### src/rtl/md_issue_ctrl_pkg.sv
// md_issue_ctrl_pkg: shared definitions for the multiply/divide issue controller.
// Holds the FSM state encodings, default protocol timeouts and the captured
// request record shared by the controller and its timeout counter.
package md_issue_ctrl_pkg;

  // FSM state encodings (2 bits, kept as plain constants for legacy users)
  localparam logic [1:0] ST_IDLE   = 2'd0;
  localparam logic [1:0] ST_LAUNCH = 2'd1;
  localparam logic [1:0] ST_ARM    = 2'd2;
  localparam logic [1:0] ST_WAIT   = 2'd3;

  // Width of the one-hot op field
  localparam int OP_W = 7;

  // Default protocol timeouts and the counter width that must hold them
  localparam int DEF_ARM_TIMEOUT  = 4;
  localparam int DEF_BUSY_TIMEOUT = 16;
  localparam int DEF_CNT_W        = 5;

  // Request captured from ID when an MD op is accepted
  typedef struct packed {
    logic [OP_W-1:0] op;
    logic [31:0]     d1;
    logic [31:0]     d2;
  } md_req_t;

endpackage

### src/rtl/md_timeout_cnt.sv
// md_timeout_cnt: shared protocol-timeout counter.
// Counts enabled cycles since the last clear; hit is asserted on the enabled
// cycle that brings the count up to limit, so the owner can flag the timeout
// on that same edge.
module md_timeout_cnt #(
  parameter int CNT_W = 5
) (
  input  logic             clk,
  input  logic             reset,
  input  logic             clear,
  input  logic             enable,
  input  logic [CNT_W-1:0] limit,
  output logic             hit
);

  logic [CNT_W-1:0] count;

  // Count enabled cycles; clear has priority so a new phase always starts at zero
  always_ff @(posedge clk) begin
    if (reset || clear) begin
      count <= '0;
    end else if (enable) begin
      count <= count + 1'b1;
    end
  end

  assign hit = enable && ((count + 1'b1) == limit);

endmodule

### src/rtl/md_issue_ctrl.sv
// md_issue_ctrl: initiator side of the multiply/divide start/busy handshake.
// Accepts decoded MD ops from ID, registers op and operands, pulses md_start
// for one cycle, tracks md_busy and stalls ID for HI/LO users while an op is
// in flight. Protocol timeouts set the sticky md_err flag.
// Optional feature: define MD_FLUSH_EN to add the md_flush input, which
// blocks capture in IDLE, cancels a pending launch and masks stall_id.
module md_issue_ctrl
  import md_issue_ctrl_pkg::*;
#(
  parameter int ARM_TIMEOUT  = DEF_ARM_TIMEOUT,
  parameter int BUSY_TIMEOUT = DEF_BUSY_TIMEOUT,
  parameter int CNT_W        = DEF_CNT_W
) (
  input  logic            clk,
  input  logic            reset,
  input  logic            id_md_req,
  input  logic [OP_W-1:0] id_md_op,
  input  logic            id_hilo_use,
  input  logic [31:0]     id_rs_val,
  input  logic [31:0]     id_rt_val,
  input  logic            md_busy,
  output logic            md_start,
  output logic [OP_W-1:0] md_op,
  output logic [31:0]     md_d1,
  output logic [31:0]     md_d2,
  output logic            stall_id,
  output logic            md_err
`ifdef MD_FLUSH_EN
  ,
  input  logic            md_flush
`endif
);

  localparam logic [CNT_W-1:0] ARM_LIM  = CNT_W'(ARM_TIMEOUT);
  localparam logic [CNT_W-1:0] BUSY_LIM = CNT_W'(BUSY_TIMEOUT);

  logic [1:0]       state;
  logic [1:0]       state_next;
  logic             accept;
  logic             err_set;
  logic             flush_now;
  logic             cnt_clear;
  logic             cnt_enable;
  logic [CNT_W-1:0] cnt_limit;
  logic             cnt_hit;
  md_req_t          req_q;

`ifdef MD_FLUSH_EN
  assign flush_now = md_flush;
`else
  assign flush_now = 1'b0;
`endif

  // Next-state logic for the IDLE -> LAUNCH -> ARM -> WAIT handshake
  always_comb begin
    state_next = state;
    accept     = 1'b0;
    err_set    = 1'b0;
    case (state)
      ST_IDLE: begin
        if (id_md_req && !flush_now) begin
          accept     = 1'b1;
          state_next = ST_LAUNCH;
        end
      end
      ST_LAUNCH: begin
        state_next = flush_now ? ST_IDLE : ST_ARM;
      end
      ST_ARM: begin
        if (md_busy) begin
          state_next = ST_WAIT;
        end else if (cnt_hit) begin
          err_set    = 1'b1;
          state_next = ST_IDLE;
        end
      end
      ST_WAIT: begin
        if (!md_busy) begin
          state_next = ST_IDLE;
        end else if (cnt_hit) begin
          err_set    = 1'b1;
          state_next = ST_IDLE;
        end
      end
      default: state_next = ST_IDLE;
    endcase
  end

  // State, captured request and sticky error registers
  always_ff @(posedge clk) begin
    if (reset) begin
      state  <= ST_IDLE;
      req_q  <= '0;
      md_err <= 1'b0;
    end else begin
      state <= state_next;
      if (accept) begin
        req_q.op <= id_md_op;
        req_q.d1 <= id_rs_val;
        req_q.d2 <= id_rt_val;
      end else if (state != ST_IDLE && state_next == ST_IDLE) begin
        req_q.op <= '0;
      end
      if (err_set) begin
        md_err <= 1'b1;
      end
    end
  end

  // One counter serves both the arm wait and the busy wait
  assign cnt_clear  = (state == ST_LAUNCH) || (state == ST_ARM && md_busy);
  assign cnt_enable = (state == ST_ARM && !md_busy) || (state == ST_WAIT && md_busy);
  assign cnt_limit  = (state == ST_ARM) ? ARM_LIM : BUSY_LIM;

  md_timeout_cnt #(
    .CNT_W (CNT_W)
  ) u_timeout_cnt (
    .clk    (clk),
    .reset  (reset),
    .clear  (cnt_clear),
    .enable (cnt_enable),
    .limit  (cnt_limit),
    .hit    (cnt_hit)
  );

  assign md_start = (state == ST_LAUNCH) && !flush_now;
  assign md_op    = req_q.op;
  assign md_d1    = req_q.d1;
  assign md_d2    = req_q.d2;
  assign stall_id = (id_md_req || id_hilo_use) && (state != ST_IDLE) && !flush_now;

endmodule
### config.mk
export PLATFORM = sky130hd
export DESIGN_NAME = md_issue_ctrl
export DESIGN_NICKNAME = d
export VERILOG_FILES = /design/src/rtl/md_issue_ctrl_pkg.sv /design/src/rtl/md_timeout_cnt.sv /design/src/rtl/md_issue_ctrl.sv
export SDC_FILE = /design/constraint.sdc
export NUM_CORES = 1
export LEC_CHECK = 0
export ABC_AREA = 1
export CAP_MARGIN = 20
export CELL_PAD_IN_SITES_DETAIL_PLACEMENT = 1
export CELL_PAD_IN_SITES_GLOBAL_PLACEMENT = 1
export CORE_ASPECT_RATIO = 0.8
export CORE_UTILIZATION = 27
export DETAILED_ROUTE_END_ITERATION = 8
export GPL_ROUTABILITY_DRIVEN = 0
export PLACE_DENSITY_LB_ADDON = 0.1
export SYNTH_ARGS = -nofsm -noshare
export SYNTH_HDL_FRONTEND = slang
export SYNTH_SLANG_ARGS = --single-unit
### constraint.sdc
create_clock -name clk -period 2.3 [get_ports clk]
set_clock_uncertainty 0.15 [all_clocks]
set_input_delay 0.46 -clock clk [delete_from_list [all_inputs] [get_ports clk]]
set_output_delay 0.46 -clock clk [all_outputs]
set_load 0.01 [all_outputs]
Run 1, nets reached from selected ports:
Drawn at 3 px/um.
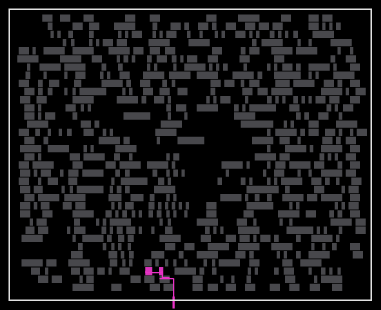
- magenta: `id_md_req` (bits 1; direction input; edge bottom; end cells 2; buffers 1; wire 21.8 um)

Run 1, placed cells, one color a class:
Drawn at 3 px/um. Fill, decap, tap and diode cells in gray.
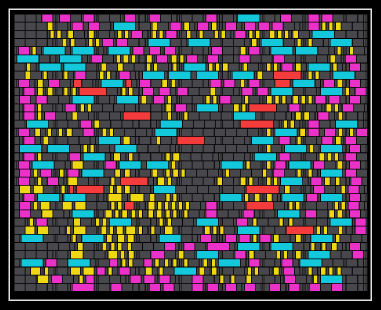
- red: clock drivers and dummy loads (cells 16)
- magenta: remaining buffers and delay cells (cells 155)
- yellow: remaining logic cells (cells 289)
- cyan: sequential cells (cells 79)

==> impl_metrics.ini, run 1 <==
; synthesis and place-and-route metrics
[run_status]
status = completed

[power]
powerSeq_mw = 1.58
power_frac_comb_pct = 21.7
vdd_drop_max_mv = 0.308
comb_power_mw = 0.862
p_leak_nw = 1.95
p_switching_mw = 1.03

[global_route]
grtUsageMet1_pct = 20.6

[synth]
synth_area_um2 = 3020
yosys_warnings = 0
edf_count = 0
ys_seq_elements = 79
top_cell = nor2_1
yosys_area_um2 = 3020
ys_seq_share_pct = 52.4

[sta]
slew_violations = 0
slew_headroom_pct = 64.0
rsz0062_at_grt = no
fmaxAchievable_mhz = 454
setup_ws_ns = 0.0992
tns_ns = 0
period_minus_slack_ns = 2.20

[final_layout]
drive_gt1_share_pct = 9.65
seq_area_um2 = 1580
final_area_um2 = 4980
area_growth_pct = 65.2
post-route-util_pct = 45.8

[routing]
dr_wl_met2_um = 4220
drc = 0
first_iter_violations = 129
dr.pass1.iters = 4

[cts]
cts_tree = yes
path_clk_slew_ns = 0.06
root_buffer = clkbuf_16

[min_path]
whs_path_depth = 1
hp-start = md_err

[worst_setup_path]
crit_start = state[0]
reg2reg_depth = 14
endpoint_kind = output port

[floorplan]
die_area_um2 = 11600
num_rows = 34

[placed_design]
dp_slack_ns = 0.0512
Run 1, clock routing:
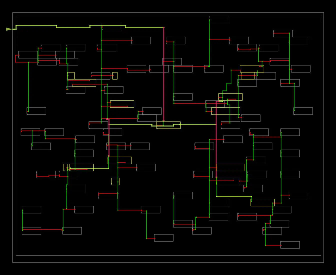
clock buffer count: 11
flip-flops: 79
clock network power: 1.53 mW
Clock Latency Late Sink: 0.33 ns
clock buffer count from CTS: 9

## run 1: area by class of cell
cell class                 count  area share, %
clock buffer                  11           4.87
clock inverter                 5           1.63
inverter                      15           1.13
multi-input combinational    274           25.7
sequential                    79           31.7
tap                          144           3.61
timing repair buffer         155           31.4
## run 1: kinds of logic (layout without fill, tap and decap cells)
family	count (synthesis)	count (layout)	synth area share [%]
fa+ha+maj	2	2	0.829
simple gates	188	188	26.4
compound gates	84	84	15.2
buf+inv	38	186	5.18
flops	79	79	52.4
## run 1: critical path, delay by kind of cell, from the launching register on
kind / cells / cell delay, ns
and+or+nand+nor: 1 / 0.21
DFF: 1 / 0.40
buffers and inverters: 2 / 0.65
## run 1: flip-flops by register name, indices dropped and copies added, names as in the netlist
register and cells:
u_timeout_cnt.count 5, md_op 7, md_d2 32, md_err 1, state 2, md_d1 32
## Run 2: what changed since run 1
- clock period: 2.3 -> 2.5 ns (I/O delays scaled with it)
Run 2, clock routing:
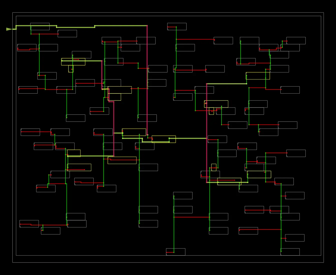
Clock Sinks: 79
clock network power: 1.31 mW

Run 2, clock wires, drivers and flops:
Drawn at 4 px/um.
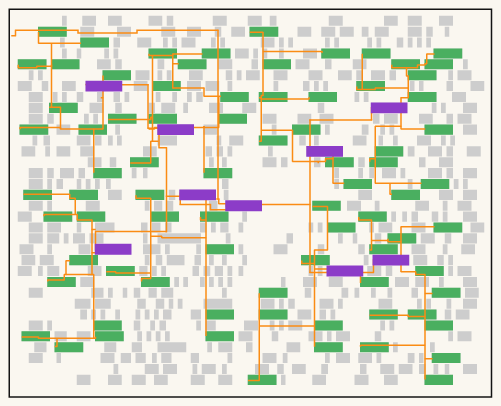
- green: flip-flops (count 79)
- purple: clock-net drivers (count 9)
- orange: clock wires (length 1100 um)
- flops lie: widely spread
- routed clock nets: 10

==> run 2 against run 1 <==
Against the previous run:
- sequential cell count stayed put
- utilization is 0.20 points lower
- critical path type is now in2out
- non-clock buffer count grew 1
- via count is 0.23% higher
- wire length grew 2.1%
- synthesized cell count unchanged
==> impl_metrics.ini, run 2 <==
; synthesis and place-and-route metrics
[min_path]
whs_path_depth = 1
hp-start = md_err

[floorplan]
top_level_ports = 150
num_rows = 34
die_area_um2 = 11600
die_w_um = 120

[cts]
root_buffer = clkbuf_16
clock_latency_ns = 0.33
tritoncts.num_buffers = 9
cts_tree = yes

[global_route]
grt_util_met2_pct = 27.0
grtUsageMet1_pct = 19.9

[synth]
ys_seq_share_pct = 52.4
adder_share_pct = 0.830
synth_area_um2 = 3020
yosys_area_um2 = 3020
edf_count = 0
yosys_warnings = 0
async_reset_ff_share_pct = 0
ys_sh_aoi_pct = 15.2
top_cell = nor2_1
top_logic_kind = simple AND/OR/NAND/NOR gates
synth_nets = 469
syn_area_per_cell_um2 = 7.72
mux_share_pct = 0
synth-simple-area-share_pct = 26.4
xor_share_pct = 0

[power]
powerSeq_mw = 1.46
p_switching_mw = 0.940
power_frac_comb_pct = 22.3
vdd_drop_max_mv = 0.307
p_leak_nw = 1.94
comb_power_mw = 0.796

[final_layout]
post-route-util_pct = 45.6
layout.cells.non_filler = 683
final_area_um2 = 4960
drive_gt1_share_pct = 9.83

[worst_setup_path]
path_depth = 4
reg2reg_depth = 12
endpoint_kind = output port
cp_top_family = buffers and inverters
cp.buffers_inverters = 2

[routing]
first_iter_violations = 131
drc = 0
dr.pass1.iters = 4

[sta]
hold_ws_ns = 0.315
setup_ws_ns = 0.175
slew_violations = 0
rsz0062_at_grt = no
tns_ns = 0
slew_headroom_pct = 61.6
fin_crit_sh_pct = 93.0
fmaxAchievable_mhz = 430

[run_status]
status = completed
-- run 2: cell counts after synthesis --
No cell type changed its count.
-- run 2: metal layers --
layer	vias to the layer above	wire (um)
met4	0	118
met2	80	4350
met1	1400	4330
met3	11	656
met5	-	0
li1	1538	-
-- run 2: logic make-up after synthesis --
logic type                 after synthesis
and+or+nand+nor                        188
AOI/OAI and AO/OA                       84
DFF                                     79
buffers and inverters                   38
adders and majority gates                2
-- run 2: area by class of cell --
cell class                      instances  area [um2]
Fill cell                            1284        5930
Sequential cell                        79        1580
Timing Repair Buffer                  156        1570
Multi-Input combinational cell        274        1280
Clock buffer                           11         253
Tap cell                              144         180
Inverter                               15        56.3
Clock inverter                          4        45.0
Power is estimated from default activity; no workload was simulated.
